===== config.mk =====
export PLATFORM = sky130hd
export DESIGN_NAME = tick_scheduler
export DESIGN_NICKNAME = d
export VERILOG_FILES = /design/src/rtl/tick_sched_pkg.sv /design/src/rtl/tick_channel.sv /design/src/rtl/tick_scheduler.sv
export SDC_FILE = /design/constraint.sdc
export NUM_CORES = 1
export LEC_CHECK = 0
export ABC_AREA = 1
export CAP_MARGIN = 20
export CORE_UTILIZATION = 42
export DETAILED_ROUTE_END_ITERATION = 8
export PLACE_DENSITY = 0.59
export SLEW_MARGIN = 20
export SYNTH_ARGS = -nofsm -noshare
export SYNTH_HDL_FRONTEND = slang
export SYNTH_HIERARCHICAL = 1
export SYNTH_SLANG_ARGS = --single-unit

===== constraint.sdc =====
create_clock -name clock -period 1.81 [get_ports clock]
set_input_delay 0.4525 -clock clock [delete_from_list [all_inputs] [get_ports clock]]
set_output_delay 0.4525 -clock clock [all_outputs]
set_load 0.01 [all_outputs]

===== src/rtl/tick_sched_pkg.sv =====
// Purpose: shared types and constants for the tick scheduler and its channels.
// Latency: n/a (definitions only).
// Backpressure: n/a.
package tick_sched_pkg;

    typedef enum logic {
        IDLE = 1'b0,
        RUN  = 1'b1
    } chan_state_t;

    // Programmed period value that stops a channel instead of starting it.
    localparam int PER_ZERO = 0;

endpackage


===== src/rtl/tick_channel.sv =====
// Purpose: one programmable tick channel counting base ticks, periodic or one-shot.
// Latency: tick strobes one cycle after the base_tick that exhausts the count; busy/done registered.
// Backpressure: none; a config write is always applied and overrides a coincident base tick.
//
// Ports:
//   clock, reset       system clock, async active-high reset
//   run                1: count base ticks, 0: hold count and state
//   base_tick          shared prescaler strobe
//   wr_en              config write targeted at this channel (already handshaked)
//   wr_period          new period in base ticks, 0 stops the channel
//   wr_oneshot         1: fire once then stop
//   tick, busy, done   1-cycle strobe, channel running, sticky one-shot completion
module tick_channel
    import tick_sched_pkg::*;
#(
    parameter int PER_W = 8
) (
    input  logic             clock,
    input  logic             reset,
    input  logic             run,
    input  logic             base_tick,
    input  logic             wr_en,
    input  logic [PER_W-1:0] wr_period,
    input  logic             wr_oneshot,
    output logic             tick,
    output logic             busy,
    output logic             done
);

    chan_state_t      state_q,   state_d;
    logic [PER_W-1:0] count_q,   count_d;
    logic [PER_W-1:0] period_q,  period_d;
    logic             oneshot_q, oneshot_d;
    logic             tick_q,    tick_d;
    logic             done_q,    done_d;

    always_comb begin
        state_d   = state_q;
        count_d   = count_q;
        period_d  = period_q;
        oneshot_d = oneshot_q;
        done_d    = done_q;
        tick_d    = 1'b0;

        if (wr_en) begin
            // A write always restarts the channel; any base tick this cycle is dropped.
            period_d  = wr_period;
            oneshot_d = wr_oneshot;
            done_d    = 1'b0;
            if (wr_period == PER_W'(PER_ZERO)) begin
                state_d = IDLE;
                count_d = '0;
            end else begin
                state_d = RUN;
                count_d = wr_period;
            end
        end else if (state_q == RUN && run && base_tick) begin
            if (count_q == PER_W'(1)) begin
                tick_d = 1'b1;
                if (oneshot_q) begin
                    state_d = IDLE;
                    done_d  = 1'b1;
                end else begin
                    count_d = period_q;
                end
            end else begin
                count_d = count_q - PER_W'(1);
            end
        end
    end

    always_ff @(posedge clock or posedge reset) begin
        if (reset) begin
            state_q   <= IDLE;
            count_q   <= '0;
            period_q  <= '0;
            oneshot_q <= 1'b0;
            tick_q    <= 1'b0;
            done_q    <= 1'b0;
        end else begin
            state_q   <= state_d;
            count_q   <= count_d;
            period_q  <= period_d;
            oneshot_q <= oneshot_d;
            tick_q    <= tick_d;
            done_q    <= done_d;
        end
    end

    assign tick = tick_q;
    assign busy = (state_q == RUN);
    assign done = done_q;

endmodule


===== src/rtl/tick_scheduler.sv =====
// Purpose: shared power-of-two prescaler feeding NUM_CH programmable clock-enable tick channels.
// Latency: base_tick one cycle after prescaler wrap; channel tick one cycle after the base_tick it uses.
// Backpressure: cfg_ready is high from the first clock after reset; writes are never stalled.
//
// Ports:
//   clock, reset                      system clock, async active-high reset
//   run                               1: prescaler and channels advance, 0: freeze
//   cfg_valid/cfg_ready               config write handshake
//   cfg_ch, cfg_period, cfg_oneshot   target channel, period (0 = stop), one-shot mode
//   base_tick                         prescaler wrap strobe
//   tick, busy, done                  per-channel strobe, running flag, sticky one-shot done
module tick_scheduler
    import tick_sched_pkg::*;
#(
    parameter int PRE_BITS = 17,
    parameter int NUM_CH   = 4,
    parameter int PER_W    = 8,
    parameter int CH_W     = (NUM_CH > 1) ? $clog2(NUM_CH) : 1
) (
    input  logic              clock,
    input  logic              reset,
    input  logic              run,
    input  logic              cfg_valid,
    output logic              cfg_ready,
    input  logic [CH_W-1:0]   cfg_ch,
    input  logic [PER_W-1:0]  cfg_period,
    input  logic              cfg_oneshot,
    output logic              base_tick,
    output logic [NUM_CH-1:0] tick,
    output logic [NUM_CH-1:0] busy,
    output logic [NUM_CH-1:0] done
);

    logic [PRE_BITS-1:0] pre_q,       pre_d;
    logic                base_tick_q, base_tick_d;
    logic                cfg_ready_q, cfg_ready_d;
    logic                cfg_accept;

    always_comb begin
        pre_d       = pre_q;
        base_tick_d = 1'b0;
        cfg_ready_d = 1'b1;
        if (run) begin
            pre_d       = pre_q + PRE_BITS'(1);
            // Registered strobe: high in the cycle after the all-ones -> 0 wrap.
            base_tick_d = (pre_q == {PRE_BITS{1'b1}});
        end
    end

    always_ff @(posedge clock or posedge reset) begin
        if (reset) begin
            pre_q       <= '0;
            base_tick_q <= 1'b0;
            cfg_ready_q <= 1'b0;
        end else begin
            pre_q       <= pre_d;
            base_tick_q <= base_tick_d;
            cfg_ready_q <= cfg_ready_d;
        end
    end

    assign cfg_accept = cfg_valid && cfg_ready_q;
    assign cfg_ready  = cfg_ready_q;
    assign base_tick  = base_tick_q;

    // An out-of-range cfg_ch matches no channel: handshake completes, nothing changes.
    for (genvar i = 0; i < NUM_CH; i++) begin : g_ch
        logic wr_en;
        assign wr_en = cfg_accept && (32'(cfg_ch) == i);

        tick_channel #(
            .PER_W (PER_W)
        ) u_chan (
            .clock      (clock),
            .reset      (reset),
            .run        (run),
            .base_tick  (base_tick_q),
            .wr_en      (wr_en),
            .wr_period  (cfg_period),
            .wr_oneshot (cfg_oneshot),
            .tick       (tick[i]),
            .busy       (busy[i]),
            .done       (done[i])
        );
    end

endmodule


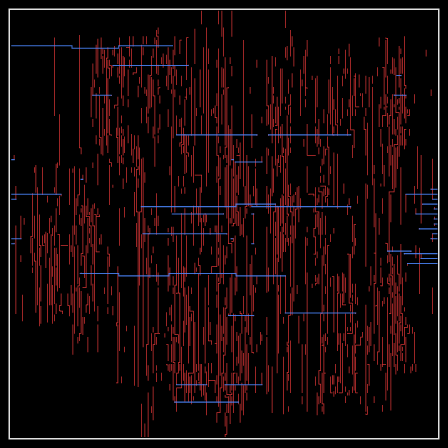
*Routed metal, one colour a layer*
Two of the layers only.
- M3: blue (wire length 428 um)
- M2: red (wire length 6380 um)
post-DR wirelength/cell: 13.2 um
GRT Total Usage: 0.205
routed vias: 4890
Routed WL: 13.3 mm

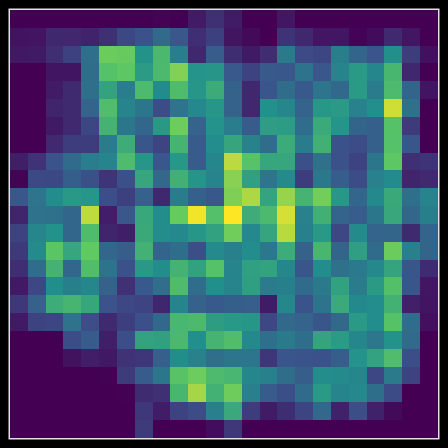
*Wire density map*
The die is cut into 24 by 24 equal tiles; dark purple is low, yellow is high, scaled to the fullest tile. Values are wire area over tile area, all layers added.
- densest ninth of the die: centre
- fullest tile: 0.46
- nearly empty tiles: 16%
- mean over tiles: 0.15
- tiles over half the peak: 24%

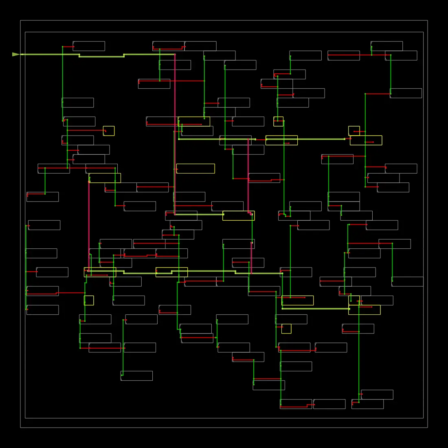
*The clock network*
clk_lat worst skew: 350 ps
Clock Power: 1.96 mW

==> flow_summary.yaml <==
# implementation run metrics
pwr:
  power.density_nw_per_um2: 1140
  p_leak_nw: 3.61
  ir_drop_mv: 0.665
synth:
  yosys.area.top_type_share: 0.441
  xor_share: 0.0234
  postSynth.asyncResetShare: 1.00
  logic_family: "simple AND/OR/NAND/NOR gates"
  ys_seq_frac: 0.441
  syn-cell-area_um2: 5610
  ys_cells: 758
  top_cell: "nand2_1"
  synthAoiAreaFrac: 0.0548
  top_area_cell: "dfrtp_1"
  ys.warnings.count: 6
  edf_count: 0
  ff_type: "dfrtp_1"
  topCellsByArea: "dfrtp_1 44%, nand2_1 16%, nand3_1 7.0%"
  synth_cells: 758
  ys.flops: 99
die:
  die-width_um: 118
  rows: 41
  core_region_area_um2: 12800
  ios: 29
  die_height_um: 118
job:
  drv_cap: 0
  tool_warnings: 31
placement:
  dp_hpwl_mm: 9.70
  place_area_um2: 6410
  place_ws_ps: -347
  dp_cells: 991
  place.port_buffers: 28
critical_path:
  cp-startpoint: "cfg_ready$_DFF_PP0_"
  criticalPathCategory: "flip-flop to primary output"
  cp_slowest_cell: "clkdlybuf4s50_1"
  crit_path_end: "cfg_ready"
  crit_fanout: 2
  crit_arrival_ps: 1320
  critPathLaunchType: "flip-flop"
  max_stage_delay_ps: 560
  crit_chain: "clkdlybuf4s50_1"
  required_ps: 1360
  r2r-start: "g_ch[2].u_chan/count_q[1]$_DFFE_PP0P_"
  reg2reg_slack_ps: 220
final_layout:
  insertedDiodeCount: 0
  nNetsFinal: 856
  regArea_um2: 2480
  fillers: 1247
  mi_logic_area_um2: 2670
  fin_area_um2: 6760
  final_common_cell: "nand2_1"
  lay_top_cells: "237 x nand2_1, 101 x inv_1, 99 x dfrtp_1"
  area_delta_synth_final_pct: 20.5
final_timing:
  fin_crit_ps: 1770
  rsz0062_at_grt: "yes"
  fmax_mhz: 565
  fin_hold_ws_ps: 474
  post-route-period-util: 0.978
  hold_violations: 0
routing:
  m1WireLength_mm: 6.32
  drtPass1Iterations: 4
  route.detailed.drc: 0
  ant_nets: 0
  highest-signal-layer: "met4"
cts:
  cts.htree.levels: 3
  clockRootBuffer: "clkbuf_16"
  cts-hold-fix-buffers: 0
  cts.sinks: 99
  cts_tree: "done"
grt:
  grt_util_met1: 0.275
  gr-max-usage-layer: "met2"
  grtUsageMet3: 0.0412
  antenna_found_initial: 0
  grt_pass1_vias: 4692
  met2_usage: 0.334
outcome:
  status: "finished, final reports clean"
worst_hold_path:
  holdPathStages: 2
  hold_start: "g_ch[2].u_chan/period_q[2]$_DFFE_PP0P_"
  hp-class: "flip-flop to flip-flop"
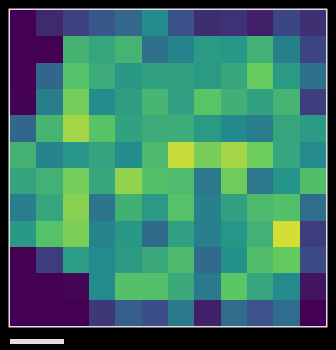
*Local utilization*
The bar under the picture is 20 um long. The die is cut into 12 by 12 equal tiles; dark purple is low, yellow is high, 0 to 100% covered.
- emptiest ninth of the die: south-west
- nearly empty tiles: 9.0%
- fullest tile: 93%
- mean over tiles: 47%
- tiles over 75% full: 9.7%
Util after Layout: 0.527
fp util: 0.438

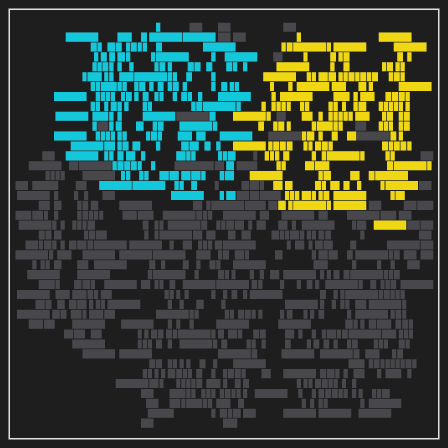
*Hierarchy map*
Other cells in grey.
- g_ch[3].u_chan: cyan (cells 169)
- g_ch[1].u_chan: yellow (cells 167; where north-east)
- not coloured: 500
Cell Count, Final, Fillers Out: 1008
Die Footprint: 13800 um2

area by class of cell:
class,instances,share of cell area
flip-flops and latches,99,0.366
inverters,113,0.0642
multi-input cells,533,0.394
well taps,172,0.0318
clock inverters,7,0.0117
repair buffers,75,0.0984
clock buffers,9,0.0333
where the power goes:
group | switching [mW] | leakage [nW] | total (mW) | internal, mW
logic | 1.40 | 2.25 | 2.38 | 0.986
clock network | 0.878 | 0.138 | 1.96 | 1.08
registers | 0.626 | 1.23 | 3.37 | 2.75
flip-flops by register name, summed over array words and instances (netlist names):
signal                 cells
g_ch.u_chan/busy           4
g_ch.u_chan/done           4
pre_q                     17
g_ch.u_chan/period_q      32
cfg_ready                  1
base_tick                  1
g_ch.u_chan/oneshot_q      4
g_ch.u_chan/count_q       32
g_ch.u_chan/tick           4
Power is estimated from default activity; no workload was simulated.
